Figure 1. Cell classes on the final placement.
Scale: 2 px per micron.
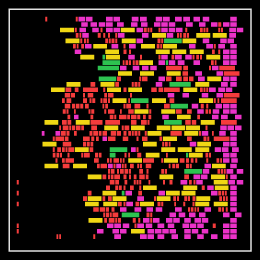
Figure 2. Metal layers overlaid.
Scale: 3 px per micron. Only two layers are drawn.
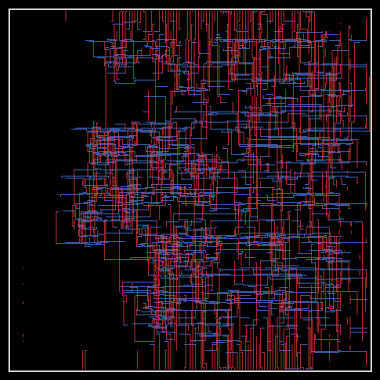
Figure 3. Placement view.
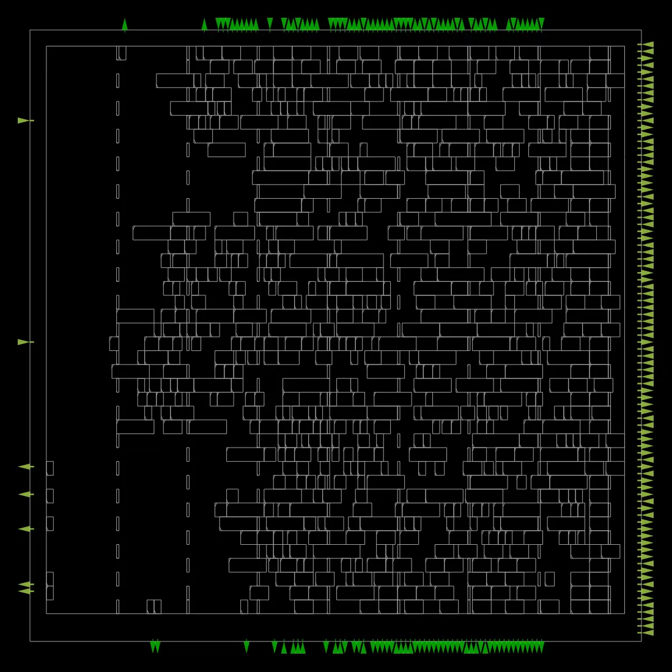
## src/rtl/rbcp_axi_pkg.sv

```systemverilog
// Shared definitions for the RBCP-to-AXI4-Lite bridge: state encoding,
// AXI constants and the byte-lane strobe helper.
package rbcp_axi_pkg;

    localparam logic [2:0] ST_IDLE = 3'd0;
    localparam logic [2:0] ST_WR   = 3'd1;
    localparam logic [2:0] ST_WB   = 3'd2;
    localparam logic [2:0] ST_RA   = 3'd3;
    localparam logic [2:0] ST_RR   = 3'd4;
    localparam logic [2:0] ST_ACK  = 3'd5;

    typedef enum logic [2:0] {
        IDLE = ST_IDLE,
        WR   = ST_WR,
        WB   = ST_WB,
        RA   = ST_RA,
        RR   = ST_RR,
        ACK  = ST_ACK
    } state_t;

    localparam logic [1:0] AXI_RESP_OKAY = 2'b00;
    localparam logic [2:0] PROT_DEFAULT  = 3'b000;

    function automatic logic [3:0] lane_strb(input logic [1:0] lane);
        return 4'b0001 << lane;
    endfunction

endpackage

```

## src/rtl/rbcp_axi_master.sv

```systemverilog
// Turns each single-byte RBCP access into one 32-bit AXI4-Lite transaction
// and answers with an RBCP ack on completion or after a timeout.
module rbcp_axi_master
    import rbcp_axi_pkg::*;
#(
    parameter int TIMEOUT = 1024
) (
    input  logic        clk,
    input  logic        rst,
    input  logic        rbcp_act,
    input  logic [31:0] rbcp_addr,
    input  logic        rbcp_we,
    input  logic [7:0]  rbcp_wd,
    input  logic        rbcp_re,
    output logic        rbcp_ack,
    output logic [7:0]  rbcp_rd,
    output logic [31:0] m_axi_awaddr,
    output logic [2:0]  m_axi_awprot,
    output logic        m_axi_awvalid,
    input  logic        m_axi_awready,
    output logic [31:0] m_axi_wdata,
    output logic [3:0]  m_axi_wstrb,
    output logic        m_axi_wvalid,
    input  logic        m_axi_wready,
    input  logic [1:0]  m_axi_bresp,
    input  logic        m_axi_bvalid,
    output logic        m_axi_bready,
    output logic [31:0] m_axi_araddr,
    output logic [2:0]  m_axi_arprot,
    output logic        m_axi_arvalid,
    input  logic        m_axi_arready,
    input  logic [31:0] m_axi_rdata,
    input  logic [1:0]  m_axi_rresp,
    input  logic        m_axi_rvalid,
    output logic        m_axi_rready,
    output logic        timeout_err,
    output logic        resp_err
);

    localparam logic [15:0] TMO_LAST = 16'(TIMEOUT - 1);

    state_t      state_q, state_d;
    logic [31:0] addr_q, addr_d;
    logic [7:0]  wd_q, wd_d;
    logic [3:0]  strb_q, strb_d;
    logic [15:0] cnt_q, cnt_d;
    logic        aw_done_q, aw_done_d, w_done_q, w_done_d;
    logic        act_lost_q, act_lost_d;
    logic        awvalid_q, awvalid_d, wvalid_q, wvalid_d, bready_q, bready_d;
    logic        arvalid_q, arvalid_d, rready_q, rready_d;
    logic        ack_q, ack_d, terr_q, terr_d, rerr_q, rerr_d;
    logic [7:0]  rd_q, rd_d;
    logic [15:0] cnt_next;
    logic        tmo_hit, expire, lost_now;

    always_ff @(posedge clk) begin
        if (rst) begin
            state_q    <= IDLE;
            addr_q     <= '0;
            wd_q       <= '0;
            strb_q     <= '0;
            cnt_q      <= '0;
            aw_done_q  <= 1'b0;
            w_done_q   <= 1'b0;
            act_lost_q <= 1'b0;
            awvalid_q  <= 1'b0;
            wvalid_q   <= 1'b0;
            bready_q   <= 1'b0;
            arvalid_q  <= 1'b0;
            rready_q   <= 1'b0;
            ack_q      <= 1'b0;
            terr_q     <= 1'b0;
            rerr_q     <= 1'b0;
            rd_q       <= '0;
        end else begin
            state_q    <= state_d;
            addr_q     <= addr_d;
            wd_q       <= wd_d;
            strb_q     <= strb_d;
            cnt_q      <= cnt_d;
            aw_done_q  <= aw_done_d;
            w_done_q   <= w_done_d;
            act_lost_q <= act_lost_d;
            awvalid_q  <= awvalid_d;
            wvalid_q   <= wvalid_d;
            bready_q   <= bready_d;
            arvalid_q  <= arvalid_d;
            rready_q   <= rready_d;
            ack_q      <= ack_d;
            terr_q     <= terr_d;
            rerr_q     <= rerr_d;
            rd_q       <= rd_d;
        end
    end

    always_comb begin
        state_d    = state_q;
        addr_d     = addr_q;
        wd_d       = wd_q;
        strb_d     = strb_q;
        cnt_d      = cnt_q;
        aw_done_d  = aw_done_q;
        w_done_d   = w_done_q;
        act_lost_d = act_lost_q;
        awvalid_d  = awvalid_q;
        wvalid_d   = wvalid_q;
        bready_d   = bready_q;
        arvalid_d  = arvalid_q;
        rready_d   = rready_q;
        rd_d       = rd_q;
        ack_d      = 1'b0;
        terr_d     = 1'b0;
        rerr_d     = 1'b0;
        expire     = 1'b0;
        cnt_next   = cnt_q + 16'd1;
        tmo_hit    = (cnt_next == TMO_LAST);
        lost_now   = act_lost_q | ~rbcp_act;

        if (state_q != IDLE && !rbcp_act) act_lost_d = 1'b1;

        case (state_q)
            IDLE: begin
                if (rbcp_we) begin
                    state_d    = WR;
                    addr_d     = rbcp_addr;
                    wd_d       = rbcp_wd;
                    strb_d     = lane_strb(rbcp_addr[1:0]);
                    awvalid_d  = 1'b1;
                    wvalid_d   = 1'b1;
                    aw_done_d  = 1'b0;
                    w_done_d   = 1'b0;
                    cnt_d      = '0;
                    act_lost_d = 1'b0;
                end else if (rbcp_re) begin
                    state_d    = RA;
                    addr_d     = rbcp_addr;
                    arvalid_d  = 1'b1;
                    cnt_d      = '0;
                    act_lost_d = 1'b0;
                end
            end
            WR: begin
                cnt_d = cnt_next;
                if (awvalid_q && m_axi_awready) begin
                    awvalid_d = 1'b0;
                    aw_done_d = 1'b1;
                end
                if (wvalid_q && m_axi_wready) begin
                    wvalid_d = 1'b0;
                    w_done_d = 1'b1;
                end
                if (aw_done_d && w_done_d) begin
                    state_d  = WB;
                    bready_d = 1'b1;
                end else if (tmo_hit) begin
                    expire = 1'b1;
                end
            end
            WB: begin
                cnt_d = cnt_next;
                if (m_axi_bvalid) begin
                    state_d  = ACK;
                    bready_d = 1'b0;
                    ack_d    = ~lost_now;
                    rd_d     = 8'h00;
                    rerr_d   = (m_axi_bresp != AXI_RESP_OKAY);
                end else if (tmo_hit) begin
                    expire = 1'b1;
                end
            end
            RA: begin
                cnt_d = cnt_next;
                if (m_axi_arready) begin
                    state_d   = RR;
                    arvalid_d = 1'b0;
                    rready_d  = 1'b1;
                end else if (tmo_hit) begin
                    expire = 1'b1;
                end
            end
            RR: begin
                cnt_d = cnt_next;
                if (m_axi_rvalid) begin
                    state_d  = ACK;
                    rready_d = 1'b0;
                    ack_d    = ~lost_now;
                    rd_d     = m_axi_rdata[{addr_q[1:0], 3'b000} +: 8];
                    rerr_d   = (m_axi_rresp != AXI_RESP_OKAY);
                end else if (tmo_hit) begin
                    expire = 1'b1;
                end
            end
            ACK:     state_d = IDLE;
            default: state_d = IDLE;
        endcase

        // The slave is considered dead: drop everything, even mid-handshake.
        if (expire) begin
            state_d   = ACK;
            awvalid_d = 1'b0;
            wvalid_d  = 1'b0;
            bready_d  = 1'b0;
            arvalid_d = 1'b0;
            rready_d  = 1'b0;
            terr_d    = 1'b1;
            rd_d      = 8'hFF;
            ack_d     = ~lost_now;
        end
    end

    assign rbcp_ack      = ack_q;
    assign rbcp_rd       = rd_q;
    assign m_axi_awaddr  = {addr_q[31:2], 2'b00};
    assign m_axi_araddr  = {addr_q[31:2], 2'b00};
    assign m_axi_awprot  = PROT_DEFAULT;
    assign m_axi_arprot  = PROT_DEFAULT;
    assign m_axi_awvalid = awvalid_q;
    assign m_axi_wdata   = {4{wd_q}};
    assign m_axi_wstrb   = strb_q;
    assign m_axi_wvalid  = wvalid_q;
    assign m_axi_bready  = bready_q;
    assign m_axi_arvalid = arvalid_q;
    assign m_axi_rready  = rready_q;
    assign timeout_err   = terr_q;
    assign resp_err      = rerr_q;

endmodule

```

## config.mk

```make
export PLATFORM = sky130hd
export DESIGN_NAME = rbcp_axi_master
export DESIGN_NICKNAME = d
export VERILOG_FILES = /design/src/rtl/rbcp_axi_pkg.sv /design/src/rtl/rbcp_axi_master.sv
export SDC_FILE = /design/constraint.sdc
export NUM_CORES = 1
export LEC_CHECK = 0
export ABC_AREA = 0
export CAP_MARGIN = 40
export CORE_MARGIN = 3
export CORE_UTILIZATION = 35
export DETAILED_ROUTE_END_ITERATION = 6
export PLACE_DENSITY_LB_ADDON = 0.3
export SLEW_MARGIN = 25
export SYNTH_ARGS = -nofsm -noshare
export SYNTH_HDL_FRONTEND = slang
export SYNTH_SLANG_ARGS = --single-unit
```

## constraint.sdc

```tcl
create_clock -name clk -period 3.25 [get_ports clk]
set_input_delay 0.65 -clock clk [delete_from_list [all_inputs] [get_ports clk]]
set_output_delay 0.65 -clock clk [all_outputs]
set_load 0.02 [all_outputs]
```

==> out/metrics.cfg <==
[status]
status=finished, final reports clean

[detailed_routing]
dr_wl_met3_microns=1020
highest_layer=met4
dr.pass1.iters=7
drtIter0Drc=256
drc_errors=0

[pwr]
p_switching_mw=1.17
seqPwrFrac=0.351
p_comb_mw=1.20
intPower_mw=2.34
total_power_mw=3.51
p_per_area_mw_per_mm2=560
power_leader=registers

[yosys]
synth_top_cell_by_area=dfxtp_1
synth-async-reset-ratio=0
ys_seq_share=0.360
top_area_frac=0.360
synth_warnings=0
synth-edff-count=0

[clock_network]
cts_tree=done
clk_latency_ns=0.34
ctsRootBufferMaster=clkbuf_16
htreeDepth=3
cts_resized=0
cts_setup_buffers=0

[placed_design]
dpl_cell_area_sq_mm=0.00596
io_buffers=197
place_inst=819

[finish]
final_cell_area_sq_mm=0.00627
area.growth.synth_to_final_pct=37.6
drive_gt1_frac=0.0754
nets=746
post-route-util=0.495

[sta]
finalMaxSlewViolations=0
setup_tns_ns=0
rsz0062_at_grt=false
finalHoldViolCount=0

[global_route]
first_global_vias=3942
grt_max_degree=42
top_usage_layer=met2
grt_antenna_before_repair=0

[worst_hold_path]
holdPathEnd=m_axi_wstrb[3]

[floorplanning]
core-area_sq_mm=0.0127

## Picture notes: Figure 1
[red] remaining logic cells | cells: 362 | share of their area: 35%
[magenta] remaining buffers and delay cells | cells: 203 | share of their area: 33%
[green] clock drivers and dummy loads | cells: 16 | share of their area: 5.1%
[yellow] registers | cells: 82 | share of their area: 27%

## Picture notes: Figure 2
[red] M2 | wire length: 6530 microns
[blue] M1 | wire length: 5110 microns
Total GRT Usage: 0.173
Post-Route WL: 13000 microns
routed length per instance: 15.5 microns
Vias: 4150

## Picture notes: Figure 3
Rows: 41
fraction of area in registers: 0.262

flip-flops by register name (all words and copies together), names as in the netlist:
name and count:
m_axi_awvalid 1, rbcp_rd 8, timeout_err 1, m_axi_arvalid 1, state_q 3, aw_done_q 1
cnt_q 16, wd_q 8, w_done_q 1, m_axi_rready 1, m_axi_bready 1, m_axi_wvalid 1
addr_q 32, m_axi_wstrb 4, resp_err 1, rbcp_ack 1, act_lost_q 1
layout make-up:
cell class | count | area (sq um) | share of cell area
inverters | 4 | 15.0 | 0.00239
clock inverters | 5 | 78.8 | 0.0126
multi-input cells | 358 | 2080 | 0.331
clock buffers | 11 | 233 | 0.0371
repair buffers | 203 | 2010 | 0.321
well taps | 172 | 215 | 0.0343
flip-flops and latches | 82 | 1640 | 0.262
critical path, cell delays in order, from the launching register on:
cell     delay (ns)
dfxtp_1        0.46
ha_1           0.26
and3_1         0.35
and4b_1        0.24
o21ai_1        0.07
a22o_1         0.22
or4_4          0.70
and3_1         0.24
cells in the mapped netlist (2+ instances only):
cell type	n
a41oi_1	5
a21oi_1	65
clkbuf_1	26
nand2b_1	2
a211oi_1	2
a22oi_1	12
a311oi_1	5
inv_1	4
nor3_1	5
o2bb2ai_1	2
and3_1	9
nor2_1	33
buf_2	3
nand2_1	110
o21ai_1	8
a31oi_1	8
dfxtp_1	82
nand4_1	2
ha_1	2
mux4_2	8
or2b_1	2
nor2b_1	2
o21ai_0	15
nand4b_1	2
buf_4	96
nand3b_1	3
or2_1	2
a31o_2	2
a21oi_2	8
or3_1	2
xnor2_1	2
nand3_1	8
kinds of logic after synthesis:
logic type / share of synthesized area
DFF: 0.360
buffers and inverters: 0.194
muxes: 0.0395
adders and majority gates: 0.00549
and+or+nand+nor: 0.203
other: 0.000822
xor gates and xnor gates: 0.00576
AOI/OAI and AO/OA: 0.191
